## config.mk

```make
export PLATFORM = sky130hd
export DESIGN_NAME = fetch_unit
export DESIGN_NICKNAME = d
export VERILOG_FILES = /design/src/rtl/cpu_pkg.sv /design/src/rtl/fetch_fifo.sv /design/src/rtl/fetch_unit.sv
export SDC_FILE = /design/constraint.sdc
export NUM_CORES = 1
export LEC_CHECK = 0
export CORE_ASPECT_RATIO = 0.8
export CORE_MARGIN = 4
export CORE_UTILIZATION = 30
export DETAILED_ROUTE_END_ITERATION = 8
export PLACE_DENSITY = 0.46
export SLEW_MARGIN = 20
export SYNTH_ARGS = -nofsm -noshare
export SYNTH_HDL_FRONTEND = slang
export SYNTH_SLANG_ARGS = --single-unit
```

## constraint.sdc

```tcl
create_clock -name clk_i -period 6.6 [get_ports clk_i]
set_input_delay 0.66 -clock clk_i [delete_from_list [all_inputs] [get_ports clk_i]]
set_output_delay 0.66 -clock clk_i [all_outputs]
set_load 0.05 [all_outputs]
```

## src/rtl/cpu_pkg.sv

```systemverilog
// cpu_pkg: shared widths, constants and fetch entry layout for the pipeline
package cpu_pkg;
   localparam int XLEN_DEF = 32;
   localparam logic [XLEN_DEF-1:0] NOP = 32'h0;
   localparam logic [XLEN_DEF-1:0] RESET_PC_DEF = 32'h0;
   typedef struct packed {
      logic [XLEN_DEF-1:0] inst;
      logic [XLEN_DEF-1:0] pc_plus4;
   } fetch_entry_t;
endpackage

```

## src/rtl/fetch_fifo.sv

```systemverilog
// fetch_fifo: DEPTH-entry circular buffer with flush, used for the prefetch and PC tag queues
module fetch_fifo #(
   parameter int WIDTH = 64,
   parameter int DEPTH = 4,
   localparam int AW = $clog2(DEPTH)
) (
   input  logic             clk,
   input  logic             rst_n,
   input  logic             push,
   input  logic             pop,
   input  logic             flush,
   input  logic [WIDTH-1:0] wdata,
   output logic [AW:0]      count,
   output logic [WIDTH-1:0] head
);
   localparam logic [AW:0] FULL = (AW+1)'(DEPTH);
   logic [WIDTH-1:0] mem [DEPTH];
   logic [AW-1:0] rd_ptr;
   logic [AW-1:0] wr_ptr;
   logic do_push;
   logic do_pop;
   assign do_pop  = pop & (count != '0) & !flush;
   assign do_push = push & !flush & ((count != FULL) | do_pop);
   assign head    = mem[rd_ptr];
   // pointer and occupancy update; flush empties the buffer and overrides push/pop
   always_ff @(posedge clk or negedge rst_n) begin
      if (!rst_n) begin
         rd_ptr <= '0;
         wr_ptr <= '0;
         count  <= '0;
      end else if (flush) begin
         rd_ptr <= '0;
         wr_ptr <= '0;
         count  <= '0;
      end else begin
         if (do_push) wr_ptr <= wr_ptr + 1'b1;
         if (do_pop) rd_ptr <= rd_ptr + 1'b1;
         count <= count + (AW+1)'(do_push) - (AW+1)'(do_pop);
      end
   end
   // storage carries no reset; the head is only consumed while count is non-zero
   always_ff @(posedge clk) begin
      if (do_push) mem[wr_ptr] <= wdata;
   end
endmodule

```

## src/rtl/fetch_unit.sv

```systemverilog
// fetch_unit: owns the PC, issues credit-limited instruction fetches and buffers them for decode
module fetch_unit
   import cpu_pkg::*;
#(
   parameter int              XLEN     = XLEN_DEF,
   parameter int              DEPTH    = 4,
   parameter logic [XLEN-1:0] RESET_PC = XLEN'(RESET_PC_DEF)
) (
   input  logic            clk_i,
   input  logic            rst_i,
   input  logic            start_i,
   output logic            imem_req_o,
   output logic [XLEN-1:0] imem_addr_o,
   input  logic            imem_gnt_i,
   input  logic            imem_rvalid_i,
   input  logic [XLEN-1:0] imem_rdata_i,
   input  logic            id_ready_i,
   input  logic            redirect_i,
   input  logic [XLEN-1:0] redirect_pc_i,
   output logic            inst_valid_o,
   output logic [XLEN-1:0] inst_o,
   output logic [XLEN-1:0] pc_plus4_o
);
   localparam int CW = $clog2(DEPTH) + 1;
   localparam logic [CW:0] CREDITS = (CW+1)'(DEPTH);
   logic [XLEN-1:0]   fetch_pc;
   logic [XLEN-1:0]   tag_head;
   logic [2*XLEN-1:0] head;
   logic [CW-1:0]     count;
   logic [CW-1:0]     tag_count;
   logic [CW-1:0]     outstanding;
   logic [CW-1:0]     discard;
   logic [CW-1:0]     next_out;
   logic              grant;
   logic              rsp;
   logic              keep;
   // a request is only made when a queue slot is guaranteed for its response
   assign imem_req_o  = start_i & !redirect_i & (({1'b0, count} + {1'b0, outstanding}) < CREDITS);
   assign imem_addr_o = fetch_pc;
   assign grant       = imem_req_o & imem_gnt_i;
   assign rsp         = imem_rvalid_i & (outstanding != '0);
   assign keep        = imem_rvalid_i & (discard == '0) & (tag_count != '0);
   assign next_out    = outstanding + CW'(grant) - CW'(rsp);
   // fetch address, in-flight count and pending drops; a redirect retargets and dooms everything still due
   always_ff @(posedge clk_i or negedge rst_i) begin
      if (!rst_i) begin
         fetch_pc    <= RESET_PC;
         outstanding <= '0;
         discard     <= '0;
      end else begin
         outstanding <= next_out;
         if (redirect_i) begin
            fetch_pc <= redirect_pc_i & ~XLEN'(3);
            discard  <= next_out;
         end else begin
            if (grant) fetch_pc <= fetch_pc + XLEN'(4);
            if (rsp && discard != '0) discard <= discard - 1'b1;
         end
      end
   end
   fetch_fifo #(.WIDTH(XLEN), .DEPTH(DEPTH)) u_tag_q (
      .clk   (clk_i),
      .rst_n (rst_i),
      .push  (grant),
      .pop   (keep),
      .flush (redirect_i),
      .wdata (fetch_pc + XLEN'(4)),
      .count (tag_count),
      .head  (tag_head)
   );
   fetch_fifo #(.WIDTH(2*XLEN), .DEPTH(DEPTH)) u_inst_q (
      .clk   (clk_i),
      .rst_n (rst_i),
      .push  (keep),
      .pop   (inst_valid_o & id_ready_i),
      .flush (redirect_i),
      .wdata ({imem_rdata_i, tag_head}),
      .count (count),
      .head  (head)
   );
   assign inst_valid_o = count != '0;
   assign inst_o       = inst_valid_o ? head[2*XLEN-1:XLEN] : XLEN'(NOP);
   assign pc_plus4_o   = inst_valid_o ? head[XLEN-1:0] : '0;
endmodule
```

**Run 1: signal wires on met1**

Scale bar: 100 um.
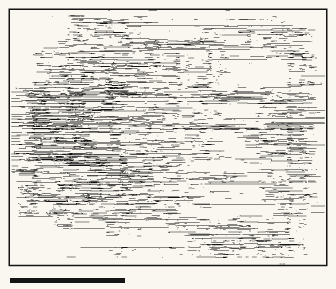
share of all routed wire: 47%
wire length on this layer: 19500 um
nets with wire on the layer: 1124
detailed-route via count: 9081
fraction of met1 tracks used by global routing: 19.59%
sum of routed wire length over all layers: 41700 um

**Run 1: signal wires on met2**

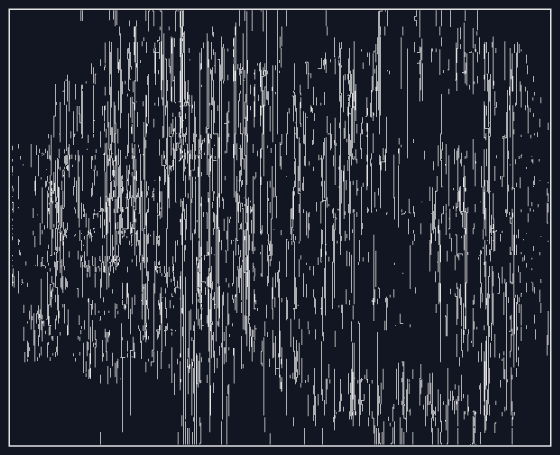
main direction: vertical
share of all routed wire: 45%
nets with wire on the layer: 1035
wire length on this layer: 18900 um
longest straight run: 81.3 um
fraction of met2 tracks used by global routing: 21.15%

**Run 1: M3 wires**

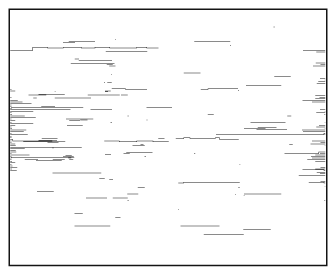
main direction: horizontal
wire length on this layer: 2400 um
longest straight run: 94.1 um
met3 track demand over resource in global routing: 2.986%

**Run 1: M4 wires**

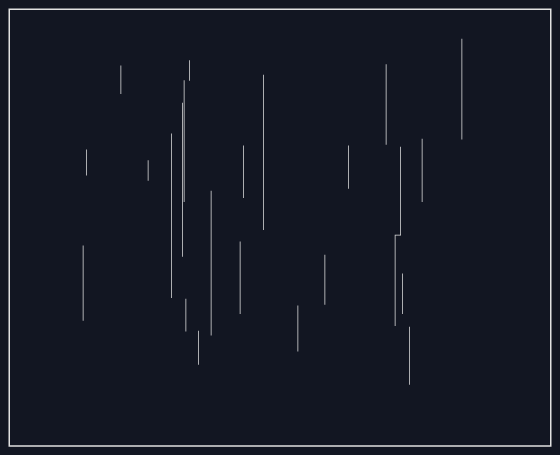
nets with wire on the layer: 8
wire length on this layer: 896 um
longest straight run: 83.6 um
share of all routed wire: 2.2%
main direction: vertical

==> run 1: state kept, by name, indices dropped and copies added (netlist names) <==
name / cells
u_inst_q.count: 3
discard: 3
u_tag_q.mem: 120
u_tag_q.wr_ptr: 2
imem_addr_o: 30
u_inst_q.mem: 248
u_tag_q.count: 3
u_inst_q.rd_ptr: 2
u_tag_q.rd_ptr: 2
u_inst_q.wr_ptr: 2
outstanding: 3
==> run 1: per-stage QoR <==
| stage | std cells | hold slack (ns) | total power [mW] | setup slack (ns) | instance area (um^2) |
|---|---|---|---|---|---|
| after floorplan | 953 | 0.3644 | 4.447 | 3.271 | 17170 |
| after global placement | 1837 | 0.5323 | 5.141 | 2.801 | 19640 |
| after detailed placement | 1837 | 0.5260 | 5.146 | 2.741 | 19640 |
| after CTS | 1921 | 0.2115 | 7.578 | 2.164 | 21040 |
| after global routing | 1921 | 0.2372 | 7.814 | 2.116 | 21040 |
| final | 1921 | 0.2105 | 7.447 | 2.244 | 21040 |
==> run 1: layout make-up <==
| class | count | area [um^2] |
|---|---|---|
| Tap cell | 760 | 950.9 |
| Timing Repair Buffer | 177 | 1724 |
| Inverter | 23 | 86.33 |
| Multi-Input combinational cell | 459 | 4569 |
| Fill cell | 5317 | 35560 |
| Sequential cell | 418 | 12310 |
| Clock buffer | 58 | 1226 |
| Clock inverter | 26 | 173.9 |
==> run 1: power by group through the flow <==
| stage | Sequential, mW | Combinational, mW | Clock (mW) |
|---|---|---|---|
| 6_report | 3.15 | 1.91 | 2.39 |
| 4_1_cts | 3.15 | 1.95 | 2.48 |
| 3_3_place_gp | 3.20 | 1.94 | 0 |
| 2_1_floorplan | 3.23 | 1.22 | 0 |
| 5_1_grt | 3.16 | 2.05 | 2.61 |
| 3_5_place_dp | 3.20 | 1.94 | 0 |
==> run 1: logic make-up (layout without fill, tap and decap cells) <==
kind of cell	after synthesis	after routing	share of synthesized area (%)
DFF	418	418	71.70
and+or+nand+nor	227	227	7.504
muxes	94	94	12.19
buffers and inverters	76	284	1.823
AOI/OAI and AO/OA	71	71	2.925
xor gates and xnor gates	41	41	2.093
adders and majority gates	22	22	1.736
other	1	4	0.02186
==> run 1: cells in the mapped netlist, types with 5 or more instances <==
master and n:
sky130_fd_sc_hd__o21ai_0 21, sky130_fd_sc_hd__inv_1 22, sky130_fd_sc_hd__and2_1 73, sky130_fd_sc_hd__a221o_1 6, sky130_fd_sc_hd__mux4_2 92, sky130_fd_sc_hd__nand4_1 6
sky130_fd_sc_hd__o311ai_0 6, sky130_fd_sc_hd__xnor2_1 25, sky130_fd_sc_hd__clkbuf_1 32, sky130_fd_sc_hd__nor3b_1 5, sky130_fd_sc_hd__dfrtp_1 50, sky130_fd_sc_hd__nand3_1 26
sky130_fd_sc_hd__and3_1 9, sky130_fd_sc_hd__nor3_1 6, sky130_fd_sc_hd__buf_2 10, sky130_fd_sc_hd__xor2_1 16, sky130_fd_sc_hd__a21oi_1 5, sky130_fd_sc_hd__ha_1 19
sky130_fd_sc_hd__buf_1 7, sky130_fd_sc_hd__edfxtp_1 368, sky130_fd_sc_hd__a22oi_1 5, sky130_fd_sc_hd__nor2_1 31, sky130_fd_sc_hd__nand2_1 41
==> impl_metrics.env, run 1 <==
# flow metrics
export IMPL_clock_tree_buffer_depth=3
export IMPL_critical_path_class="flip-flop to output port"
export IMPL_hpwl_um=24810
export IMPL_grt_first_pass_wirelength_um=62510
export IMPL_pin_count_of_the_biggest_net_entering_global_routing=66
export IMPL_h_tree_levels=2
export IMPL_cts_tree="yes"
export IMPL_tool_warnings=35
export IMPL_synth_flop_count=418
export IMPL_rsz0062_at_grt="false"
export IMPL_met1Wirelength_um=19500
export IMPL_skew_ns=0.03478
export IMPL_port_bufs=162
export IMPL_final_layout_top_logic_cells="368 x sky130_fd_sc_hd__edfxtp_1, 160 x sky130_fd_sc_hd__clkdlybuf4s50_1, 92 x sky130_fd_sc_hd__mux4_2"
export IMPL_cells_on_worst_reg2reg_path=15
export IMPL_antenna_cells_inserted=0
export IMPL_cts_repair_resized=0
export IMPL_peakVddDrop_v=0.0001741
export IMPL_cts_root_buf="sky130_fd_sc_hd__clkbuf_16"
export IMPL_clk_insertion_delay_late_ns=0.58
export IMPL_max_cap_violations=0
export IMPL_syn_inst=950
export IMPL_crit_reg2reg_launch="u_inst_q.count[2]"
export IMPL_crit_slowest_cell="sky130_fd_sc_hd__dfrtp_2"
export IMPL_grt_antenna_before_repair=0
export IMPL_synth_edff_count=368
export IMPL_power_dens_cells_nw_per_um2=353.9
export IMPL_pin_count=169
export IMPL_grt_busiest_layer="met2"
export IMPL_worstPathArrival_ns=3.70
export IMPL_routabilityCongestion=0.7244
export IMPL_core_region_area_um2=56600
export IMPL_worstSetupStartpoint="u_inst_q.rd_ptr[1]"
export IMPL_syn_avg_cell_area_um2=18.06
export IMPL_synth_warning_count=0
export IMPL_path_cells="buf_4 -> mux4_2 -> and2_1 -> clkdlybuf4s50_1"
export IMPL_met2_wirelength_um=18900
export IMPL_total_leakage_power_nw=6.839
export IMPL_reg2reg_slack_ns=3.14
export IMPL_dieHeight_um=221.9
export IMPL_finalHoldViolations=0
export IMPL_drtIter0Drc=535
export IMPL_clkPwrFrac_pct=32.1
export IMPL_globalRoute_totalOverflow=0
export IMPL_cp_end_kind="output port"
export IMPL_final_layout_top_logic_cell="sky130_fd_sc_hd__edfxtp_1"
export IMPL_layout_worst_path_cycle_share_pct=66.00
export IMPL_clock_fmax_ghz=0.2296
export IMPL_internal_cell_power_mw=5.064
export IMPL_mappedNetlistArea_um2=17160
export IMPL_p_switching_mw=2.382
export IMPL_avgViaCountPerCell=4.727
export IMPL_finalNetCount=1218
export IMPL_worst_setup_path_endpoint="pc_plus4_o[19]"
export IMPL_outcome="complete, no violations"
export IMPL_synthFlopType="sky130_fd_sc_hd__edfxtp_1"
export IMPL_synthDistinctLibCells=56
export IMPL_switching_share_pct=31.99
export IMPL_clock_sinks=418
export IMPL_ys_seq_share_pct=71.70
export IMPL_critPathTopFamily="buffers and inverters"
export IMPL_layout_drive_gt1_share_pct=17.23
export IMPL_clk_pin_slew_worst_paths_ns=0.06
export IMPL_std_cell_rows=78
export IMPL_crit_reg2reg_capture="discard[2]"
export IMPL_fin_util_pct=37.17
export IMPL_met3_wirelength_um=2404
export IMPL_grt_pass1_vias=9596
export IMPL_holdBufCountCts=0
export IMPL_worst_slew_margin_rel_pct=36.51
export IMPL_drv_slew=0
export IMPL_tightest_slew_ns=0.9524
export IMPL_drt_antenna_violating_nets=0
export IMPL_synthDominantCellAreaShare_pct=64.41
export IMPL_drt_pre_antenna_iters=5
export IMPL_syn_to_final_growth_pct=22.64
export IMPL_post_synth_top_area_cell="sky130_fd_sc_hd__edfxtp_1"
export IMPL_power_frac_seq_pct=42.2
export IMPL_setup_violations=0
export IMPL_synth_area_top_cells="sky130_fd_sc_hd__edfxtp_1 64%, sky130_fd_sc_hd__mux4_2 12%, sky130_fd_sc_hd__dfrtp_1 7.3%"
export IMPL_cts_post_setup_buffers_inserted=0
export IMPL_power_frac_comb_pct=25.6
export IMPL_start_kind="flip-flop"
export IMPL_gr_usage_all_layers_pct=13.68
export IMPL_critical_path_max_fanout=38
export IMPL_initCoreUtil_pct=30.31
export IMPL_worst_path_buf_inv=2
export IMPL_min_delay_path_class="primary input to async pin"
export IMPL_critPathMaxStageDelay_ns=0.98
export IMPL_fp_dieW_um=275.4
export IMPL_yosys_stat_cells=950
export IMPL_fin_tns_setup_ns=0
export IMPL_logic_depth_of_the_worst_setup_path_including_buffers=4
export IMPL_worst_endpoint_required_ns=5.94
export IMPL_async_reset_ff_share_pct=11.96
export IMPL_avgRoutedWirePerCell_um=21.71
export IMPL_synth_area_yosys_um2=17160
export IMPL_cts_buffers_inserted=46
export IMPL_dr_max_layer_used="met4"
export IMPL_route_detailed_drc=0
export IMPL_timing_final_crit_period_ns=4.356
export IMPL_chipArea_um2=61100
==> run 2: changes to the inputs <==
clock period = 4.12 ns   (was 6.6 ns; I/O delays follow)
**Run 2: track usage over the die**

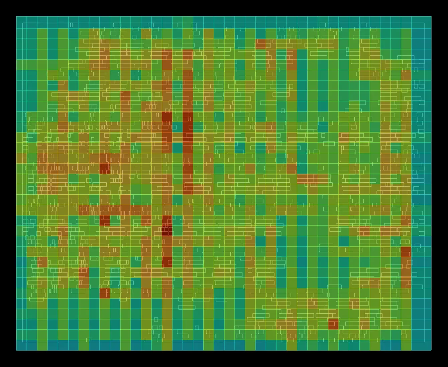
routed length per instance: 21.22 um
fraction of met1 tracks used by global routing: 19.10%
Top Usage Layer GRT: met2

==> run 2 against run 1 <==
Net effect:
- die area unchanged
- synthesized area unchanged
- largest cell class unchanged
- sequential power increased by about 60%
- largest power group unchanged
- routed wire length decreased by 1.7%
- register-to-register slack got worse by 2.1 ns
- sequential cell count unchanged
- combinational power increased by 62%
- highest routed layer unchanged
- utilization increased by 0.59 points
- worst setup slack got worse by 1.7 ns
- non-clock buffer count increased by 12
- clock power increased by 72%
==> impl_metrics.env, run 2 <==
# flow metrics
export IMPL_clk_insertion_delay_late_ns=0.56
export IMPL_clock_sinks=418
export IMPL_yosys_area_share_aoi_pct=2.924
export IMPL_synth_flop_count=418
export IMPL_skew_ns=0.01224
export IMPL_wirelength_um=40990
export IMPL_grt_pass1_vias=9491
export IMPL_chipArea_um2=61100
export IMPL_initCoreUtil_pct=30.31
export IMPL_fillerInstances=5240
export IMPL_finalHoldViolations=0
export IMPL_timing_final_crit_period_ns=3.545
export IMPL_most_frequently_used_cell_type_in_the_post_synthesis_netlist="sky130_fd_sc_hd__edfxtp_1"
export IMPL_gr_usage_all_layers_pct=13.43
export IMPL_regMostFlops="u_inst_q.mem"
export IMPL_layout_worst_path_cycle_share_pct=86.04
export IMPL_tightest_slew_ns=0.9707
export IMPL_cts_tree="yes"
export IMPL_grt_antenna_before_repair=1
export IMPL_final_layout_top_logic_cells="368 x sky130_fd_sc_hd__edfxtp_1, 160 x sky130_fd_sc_hd__clkdlybuf4s50_1, 92 x sky130_fd_sc_hd__mux4_2"
export IMPL_synth_warning_count=0
export IMPL_syn_to_final_growth_pct=24.58
export IMPL_cts_root_buf="sky130_fd_sc_hd__clkbuf_16"
export IMPL_synth_area_top_cells="sky130_fd_sc_hd__edfxtp_1 64%, sky130_fd_sc_hd__mux4_2 12%, sky130_fd_sc_hd__dfrtp_1 7.3%"
export IMPL_antenna_cells_inserted=0
export IMPL_hpwl_um=25700
export IMPL_cts_buffers_inserted=45
export IMPL_whs_ns=0.1810
export IMPL_post_synth_and_or_nand_nor_area_fraction_pct=7.504
export IMPL_dr_total_vias=9128
export IMPL_drtIter0Drc=671
export IMPL_netlist_top_cells_count="368 x sky130_fd_sc_hd__edfxtp_1, 92 x sky130_fd_sc_hd__mux4_2, 73 x sky130_fd_sc_hd__and2_1"
export IMPL_yosys_stat_cells=950
export IMPL_synthFlopType="sky130_fd_sc_hd__edfxtp_1"
export IMPL_std_cell_rows=78
export IMPL_clk_pin_slew_worst_paths_ns=0.06
export IMPL_rsz0062_at_grt="false"
export IMPL_placement_cell_area_um2=19860
export IMPL_min_delay_path_class="primary input to flip-flop"
export IMPL_number_of_flip_flops_under_the_largest_register_name=248
export IMPL_syn_inst=950
export IMPL_cts_repair_resized=0
export IMPL_avgViaCountPerCell=4.725
export IMPL_drv_slew=0
export IMPL_mux_area_share_pct=12.19
export IMPL_outcome="complete, no violations"
export IMPL_clock_tree_buffer_depth=3
export IMPL_total_leakage_power_nw=6.972
export IMPL_post_layout_total_power_mw=12.26
export IMPL_critical_path_class="flip-flop to output port"
export IMPL_peakVddDrop_v=0.0002936
export IMPL_synth_edff_count=368
export IMPL_worst_endpoint_required_ns=3.71
export IMPL_power_dens_cells_nw_per_um2=573.6
export IMPL_layout_drive_gt1_share_pct=17.41
export IMPL_synth_area_yosys_um2=17160
export IMPL_xor_share_pct=2.093
export IMPL_worst_slew_margin_rel_pct=35.28
export IMPL_worstPathArrival_ns=3.13
export IMPL_core_region_area_um2=56600
export IMPL_drt_pre_antenna_iters=5
export IMPL_grt_first_pass_wirelength_um=61780
export IMPL_h_tree_levels=2
export IMPL_route_detailed_drc=0
export IMPL_start_kind="flip-flop"
export IMPL_drt_antenna_violating_nets=0
export IMPL_fin_tns_setup_ns=0
export IMPL_synthDistinctLibCells=56
export IMPL_synth_comb_largest_family="multiplexers"
export IMPL_post_synth_top_area_cell="sky130_fd_sc_hd__edfxtp_1"
export IMPL_ys_seq_share_pct=71.70
export IMPL_async_reset_ff_share_pct=11.96
export IMPL_syn_avg_cell_area_um2=18.06
export IMPL_routabilityCongestion=0.7472
export IMPL_max_cap_violations=0
export IMPL_tool_warnings=35
export IMPL_final_layout_top_logic_cell="sky130_fd_sc_hd__edfxtp_1"
export IMPL_mappedNetlistArea_um2=17160
export IMPL_clock_fmax_ghz=0.2821
export IMPL_critical_path_max_fanout=39
export IMPL_port_bufs=162
export IMPL_cp_end_kind="output port"
export IMPL_synthDominantCellAreaShare_pct=64.41
export IMPL_pin_count_of_the_biggest_net_entering_global_routing=49
export IMPL_finalNetCount=1229
export IMPL_globalRoute_totalOverflow=0
export IMPL_final_area_um2=21370
export IMPL_yosys_area_share_adder_pct=1.736
export IMPL_fp_dieW_um=275.4
export IMPL_pin_count=169
export IMPL_setup_violations=0
export IMPL_dieHeight_um=221.9
-- run 2: cell counts after synthesis --
Identical to the previous run, type by type.
-- run 2: what timing repair did --
item,CTS,global route
hold endpoints to repair,25,0
hold buffers,1,0
buffers inserted,0,0
-- run 2: final timing paths --
| kind | start | endpoint | slack, ns | cells after the start |
|---|---|---|---|---|
| max | u_inst_q.count[2] | inst_o[2] | 0.58 | 4 |
| min in group asynchronous | rst_i | imem_addr_o[17] | 0.44 | 2 |
| min | redirect_i | u_tag_q.count[2] | 0.18 | 2 |
| max in group asynchronous | rst_i | u_tag_q.rd_ptr[1] | 2.80 | 3 |
| max reg2reg | imem_addr_o[2] | u_tag_q.mem[3][22] | 1.09 | 6 |
| min reg2reg | outstanding[2] | outstanding[2] | 0.54 | 1 |
-- run 2: layout make-up --
| cell class | instances | area (um^2) | share of cell area [%] |
|---|---|---|---|
| tap | 760 | 950.9 | 4.449 |
| clock inverter | 26 | 285.3 | 1.335 |
| multi-input combinational | 459 | 4564 | 21.35 |
| sequential | 418 | 12310 | 57.59 |
| clock buffer | 57 | 1224 | 5.725 |
| timing repair buffer | 189 | 1954 | 9.144 |
| inverter | 23 | 86.33 | 0.4039 |
-- run 2: per-stage QoR --
step | utilization, % | setup slack [ns] | instances
after floorplan | - | 0.8582 | 953
after global placement | 35.08 | 1.107 | 1848
after detailed placement | 35.08 | 1.089 | 1848
after CTS | 37.76 | 0.4639 | 1932
after global routing | 37.76 | 0.3550 | 1932
final | 37.76 | 0.5751 | 1932
-- run 2: logic make-up after synthesis --
family / after synthesis
XOR/XNOR: 41
AND/OR/NAND/NOR: 227
flip-flops: 418
AND-OR/OR-AND: 71
buffers and inverters: 76
adder cells (fa/ha/maj): 22
other: 1
multiplexers: 94
-- run 2: routing by layer --
layer	routed length [um]	global-route usage, %	up-vias	share of wire, %
met2	18750	20.94	230	46
met1	19100	19.10	4738	47
li1	-	-	4102	-
met3	2170	2.824	58	5.3
met5	0	0	-	0
met4	968	3.781	0	2.4
-- run 2: report_power, final --
| part | switching (mW) | leakage (nW) | internal, mW |
|---|---|---|---|
| clock network | 1.64 | 0.733 | 2.48 |
| logic | 1.93 | 2.30 | 1.17 |
| registers | 0.225 | 3.94 | 4.82 |
| total | 3.79 | 6.97 | 8.47 |
-- run 2: critical path, cell delays in order (launching register included) --
cell                              delay [ns]
sky130_fd_sc_hd__dfrtp_1                0.45
sky130_fd_sc_hd__or3_2                  0.90
sky130_fd_sc_hd__buf_12                 0.34
sky130_fd_sc_hd__and2_1                 0.16
sky130_fd_sc_hd__clkdlybuf4s50_1        0.70
Power is estimated from default activity; no workload was simulated.
